met2.png
(6 px per um)
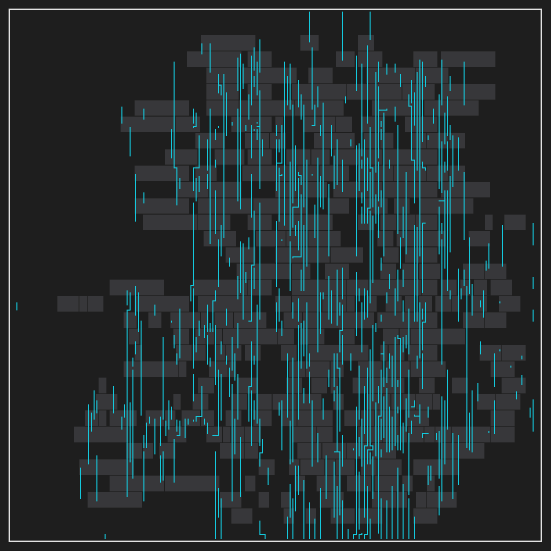
cell_classes.png
(4 px per um) Fill, decap, tap and diode cells in grey.
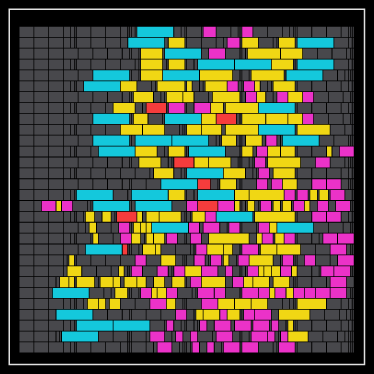
$ cat config.mk
export PLATFORM = sky130hd
export DESIGN_NAME = l2cache_nway_control
export DESIGN_NICKNAME = d
export VERILOG_FILES = /design/src/rtl/l2cache_nway_control.sv
export SDC_FILE = /design/constraint.sdc
export NUM_CORES = 1
export LEC_CHECK = 0
export CELL_PAD_IN_SITES_DETAIL_PLACEMENT = 0
export CELL_PAD_IN_SITES_GLOBAL_PLACEMENT = 2
export CORE_MARGIN = 2
export CORE_UTILIZATION = 30
export CTS_CLUSTER_DIAMETER = 50
export CTS_CLUSTER_SIZE = 24
export DETAILED_ROUTE_END_ITERATION = 8
export MAX_ROUTING_LAYER = met4
export PLACE_DENSITY = 0.78
export REMOVE_ABC_BUFFERS = 1
export SYNTH_ARGS = -nofsm -noshare
export SYNTH_HDL_FRONTEND = slang
export SYNTH_SLANG_ARGS = --single-unit
$ cat constraint.sdc
create_clock -name clk -period 2.1 [get_ports clk]
set_input_delay 0.63 -clock clk [delete_from_list [all_inputs] [get_ports clk]]
set_output_delay 0.63 -clock clk [all_outputs]
set_load 0.01 [all_outputs]
$ cat src/rtl/l2cache_nway_control.sv
// l2cache_nway_control: control FSM for an N-way write-back, write-allocate L2 cache
// with per-set tree pseudo-LRU, victim selection and bounded memory retries.
module l2cache_nway_control #(
  parameter int WAYS      = 4,
  parameter int SETS      = 8,
  parameter int RTY_LIMIT = 3,
  localparam int SB = $clog2(SETS),
  localparam int WB = $clog2(WAYS)
) (
  input  logic          clk,
  input  logic          rst,
  input  logic          cpu_cyc,
  input  logic          cpu_stb,
  input  logic          cpu_we,
  output logic          cpu_ack,
  output logic          cpu_rty,
  input  logic [SB-1:0] set_idx,
  input  logic [WAYS-1:0] hit_vec,
  input  logic [WAYS-1:0] valid_vec,
  input  logic [WAYS-1:0] dirty_vec,
  output logic [WAYS-1:0] way_write,
  output logic [WAYS-1:0] valid_write,
  output logic          valid_in,
  output logic [WAYS-1:0] dirty_write,
  output logic          dirty_in,
  output logic [WB-1:0] victim_way,
  output logic          datainmux_sel,
  output logic          memaddrmux_sel,
  output logic          mem_cyc,
  output logic          mem_stb,
  output logic          mem_we,
  input  logic          mem_ack,
  input  logic          mem_rty
);
  typedef enum logic [2:0] {IDLE, WRBK, GAP, ALLOC, BACKOFF} state_t;
  localparam logic [WAYS-1:0] ONE = 1;
  state_t state_q, state_d, ret_q, ret_d;
  logic [3:0] cnt_q, cnt_d;
  logic [WB-1:0] victim_q, victim_d, hw, iw, vic, pl_way;
  logic rty_q, rty_d, pl_we, req, hit;
  logic [WAYS-2:0] plru_q [SETS];
  // Node bits on the path to way w are set to point away from w.
  function automatic logic [WAYS-2:0] touch(input logic [WAYS-2:0] t, input logic [WB-1:0] w);
    int n, m;
    touch = t;
    n = 0;
    for (int l = WB - 1; l >= 0; l--) begin
      m = n;
      for (int k = 0; k < WAYS - 1; k++)
        if (k == n) begin
          touch[k] = ~w[l];
          m = 2 * n + 1 + int'(w[l]);
        end
      n = m;
    end
  endfunction
  function automatic logic [WB-1:0] pick(input logic [WAYS-2:0] t);
    int n, m;
    n = 0;
    for (int l = 0; l < WB; l++) begin
      m = n;
      for (int k = 0; k < WAYS - 1; k++)
        if (k == n) m = 2 * n + 1 + int'(t[k]);
      n = m;
    end
    pick = WB'(n - (WAYS - 1));
  endfunction
  assign req = cpu_cyc & cpu_stb;
  assign hit = |hit_vec;
  assign cpu_rty = rty_q;
  assign victim_way = victim_q;
  always_comb begin
    hw = '0;
    iw = '0;
    for (int i = WAYS - 1; i >= 0; i--) begin
      if (hit_vec[i]) hw = WB'(i);
      if (!valid_vec[i]) iw = WB'(i);
    end
    vic = &valid_vec ? pick(plru_q[set_idx]) : iw;
  end
  always_comb begin
    state_d = state_q;
    ret_d = ret_q;
    cnt_d = cnt_q;
    victim_d = victim_q;
    rty_d = 1'b0;
    pl_we = 1'b0;
    pl_way = '0;
    cpu_ack = 1'b0;
    way_write = '0;
    valid_write = '0;
    dirty_write = '0;
    valid_in = 1'b0;
    dirty_in = 1'b0;
    datainmux_sel = 1'b0;
    memaddrmux_sel = 1'b0;
    mem_cyc = 1'b0;
    mem_stb = 1'b0;
    mem_we = 1'b0;
    case (state_q)
      IDLE:
        if (req && hit) begin
          cpu_ack = 1'b1;
          pl_we = 1'b1;
          pl_way = hw;
          if (cpu_we) begin
            datainmux_sel = 1'b1;
            way_write = ONE << hw;
            valid_write = ONE << hw;
            dirty_write = ONE << hw;
            valid_in = 1'b1;
            dirty_in = 1'b1;
          end
        end else if (req) begin
          victim_d = vic;
          cnt_d = '0;
          state_d = (valid_vec[vic] && dirty_vec[vic]) ? WRBK : ALLOC;
        end
      WRBK, ALLOC: begin
        mem_cyc = 1'b1;
        mem_stb = 1'b1;
        mem_we = state_q == WRBK;
        memaddrmux_sel = state_q == WRBK;
        if (mem_ack && state_q == WRBK) begin
          cnt_d = '0;
          state_d = GAP;
        end else if (mem_ack) begin
          way_write = ONE << victim_q;
          valid_write = ONE << victim_q;
          dirty_write = ONE << victim_q;
          valid_in = 1'b1;
          pl_we = 1'b1;
          pl_way = victim_q;
          state_d = IDLE;
        end else if (mem_rty && cnt_q < 4'(RTY_LIMIT)) begin
          cnt_d = cnt_q + 4'd1;
          ret_d = state_q;
          state_d = BACKOFF;
        end else if (mem_rty) begin
          rty_d = 1'b1;
          state_d = IDLE;
        end
      end
      GAP: state_d = ALLOC;
      BACKOFF: state_d = ret_q;
      default: state_d = IDLE;
    endcase
  end
  always_ff @(posedge clk or posedge rst)
    if (rst) begin
      state_q <= IDLE;
      ret_q <= IDLE;
      cnt_q <= '0;
      victim_q <= '0;
      rty_q <= 1'b0;
      for (int s = 0; s < SETS; s++) plru_q[s] <= '0;
    end else begin
      state_q <= state_d;
      ret_q <= ret_d;
      cnt_q <= cnt_d;
      victim_q <= victim_d;
      rty_q <= rty_d;
      if (pl_we) plru_q[set_idx] <= touch(plru_q[set_idx], pl_way);
    end
endmodule

==> out/qor.csv <==
stage,metric,value,unit
setup_path,RR Startpoint,state_q[1],
synth,Synthesis Warnings,0,
worst_hold_path,beginning of the worst hold path,ret_q[0],
detailed_routing,DRT iter0 DRCs,69,
final_timing,Final Setup Violations,22,
final_layout,Inserted Diodes,0,
clock_tree,cts bufs inserted,5,
power_and_ir_drop,Final Power,3.36,mW
setup_path,Worst Path Arrival,1720,ps
final_layout,# fillers,599,
final_timing,setup ws final,-246,ps
synth,most used flip-flop cell after synthesis,dfrtp_1,
clock_tree,H-Tree Depth,2,
synth,Syn Inst Count,187,
place,placed cell area,2900,um2
synth,Synth Cell Area,2140,um2
setup_path,Crit path max-delay family,simple AND/OR/NAND/NOR gates,
final_layout,share of layout cells above drive strength 1,58.5,%
final_timing,final period utilization,112,%
synth,Post-synth ARST share,100,%
detailed_routing,WL met2,2.73,mm
setup_path,crit-path cells,or2_4 -> nor3_4 -> nand2_2 -> nor2_4 -> a32o_2 -> buf_6,
setup_path,CP max FO,3,
final_timing,worst-margin pin slew,469,ps
grt,pin count of the biggest net entering global routing,38,
synth,Synth top area share,43.3,%
detailed_routing,Post-route DRC,0,
grt,initial antenna violation count,0,
synth,most common cell in the netlist,dfrtp_1,
setup_path,Worst path depth,6,
final_layout,Top cell excl fill/tap,buf_4,
setup_path,Worst path max stage delay,390,ps
clock_tree,postcts setup bufs,19,
clock_tree,clock-pin slew on the worst setup and hold paths,70,ps
final_timing,max frequency,426,MHz
setup_path,CP Launch Point,state_q[1],
setup_path,Buf/Inv on CP,1,
grt,global-route usage over all layers,15.8,%
floorplan,die x size,88.4,um
synth,sequential-to-total area share from yosys stat,43.3,%
grt,first-pass GRT wire length,9.27,mm
detailed_routing,DRT antenna net count,0,
detailed_routing,met1 WL,2.62,mm
detailed_routing,highest metal used,met4,
worst_hold_path,Worst Hold Path EP,ret_q[0],
synth,syn avg cell area,11.4,um2
grt,vias in the first global route,1929,
outcome,failing checks,negative setup slack,
setup_path,cell count of the worst reg-to-reg path,7,
setup_path,FF-to-FF End,plru_q[8],
synth,"Distinct cells, synth",45,
setup_path,R2R setup slack,-40,ps
detailed_routing,final WL,5.66,mm
final_timing,Worst slew margin,68.7,%
final_timing,minimum clock period,2350,ps
synth,count of library flops with an enable pin,0,
synth,Cell area leaders,"dfrtp_1, mux2_2, mux2i_1",
final_layout,Layout area overhead,60.2,%
clock_tree,Root Buffer,clkbuf_8,
final_layout,Non-Filler Instances,380,
grt,gr ovfl total,0,
power_and_ir_drop,Pleak,1.58,nW
synth,ao+oa area frac,9.13,%
worst_hold_path,hold depth,1,
setup_path,Critical Path End,valid_write[2],
synth,comb area leader,multiplexers,
synth,#FFs+latches synth,37,
clock_tree,clk sinks,37,
synth,and+or+nand+nor area frac,15.4,%
synth,Yosys chip area,2140,um2
detailed_routing,metal3 WL,215,um
synth,Adder Area Share,0.585,%
detailed_routing,first-pass detailed-route iteration total,4,
clock_tree,CTS Hold Bufs,0,
floorplan,Chip Area,7820,um2
place,port bufs,44,
flow_run,tool warning count,27,
worst_hold_path,Hold Path Class,flip-flop to flip-flop,
power_and_ir_drop,Pwr Density,979,nW/um2
place,Final HPWL DP,3.92,mm
setup_path,CP endpoint kind,primary output,
final_timing,Final Skew,10.9,ps
place,Placed Cells incl. Taps,354,
synth,yosys xor share,0,%
synth,Synth top cells by count,"dfrtp_1, mux2_2, mux2i_1",
final_layout,Final nets,307,
synth,ys cells,187,
place,GPL Wtd Cong,0.727,
setup_path,Crit-path slowest cell,dfrtp_1,
grt,layer with the highest usage,met2,
grt,GRT met1 Usage,20.4,%
detailed_routing,Avg WL per Cell,14.9,um
clock_tree,clock latency at the later pin of the worst-skew pair,290,ps
detailed_routing,vias per inst,4.77,
final_layout,Gate Area,1360,um2
clock_tree,post_cts resized,186,
final_layout,Flop area,926,um2
floorplan,IO Pins,45,
grt,M3 GR Usage,3.54,%
clock_tree,CTS tree,yes,
final_timing,Hold WS,483,ps
setup_path,crit path launch type,flip-flop,
outcome,status,"complete, but fails checks",
final_timing,Final Hold Fails,0,
-- met2.png (at the start) --
longest straight run: 32.6 um
main direction: vertical
nets with wire on the layer: 281
via count: 1811
met2 Use GR: 24.7%

-- cell_classes.png (at the start) --
| colour | class | cells | share of their area |
|---|---|---|---|
| red | clock drivers and dummy loads | 7 | 2.5% |
| magenta | other buffers and delay cells | 106 | 27% |
| cyan | flip-flops | 37 | 28% |
| yellow | all other logic | 134 | 42% |
design area: 3430 um2
flop share of the area: 27.0%
# rows: 30
final core occ: 50.1%
CORE AREA: 6830 um2

==> report_power, final <==
group	internal [mW]	leakage, nW	switching [mW]
sequential	0.987	0.456	0.168
clock	0.230	0.0412	0.253
combinational	0.989	1.08	0.728
total	2.21	1.58	1.15
==> flip-flops by register name, indices dropped and copies added (netlist names) <==
signal,count
plru_q,24
cnt_q,4
victim_way,2
cpu_rty,1
state_q,3
ret_q,3
==> final cells by class <==
class	count	share of cell area [%]
Sequential cell	37	27.0
Clock buffer	6	2.12
Multi-Input combinational cell	123	39.6
Clock inverter	1	0.256
Timing Repair Buffer	106	26.3
Tap cell	96	3.51
Inverter	11	1.21
==> stage by stage <==
stage	worst slack (ps)	setup TNS, ps
after floorplan	-199	-1590
after global placement	-922	-35290
after detailed placement	-964	-36050
after CTS	-217	-2810
after global routing	-333	-5050
final	-246	-3070
Power is estimated from default activity; no workload was simulated.
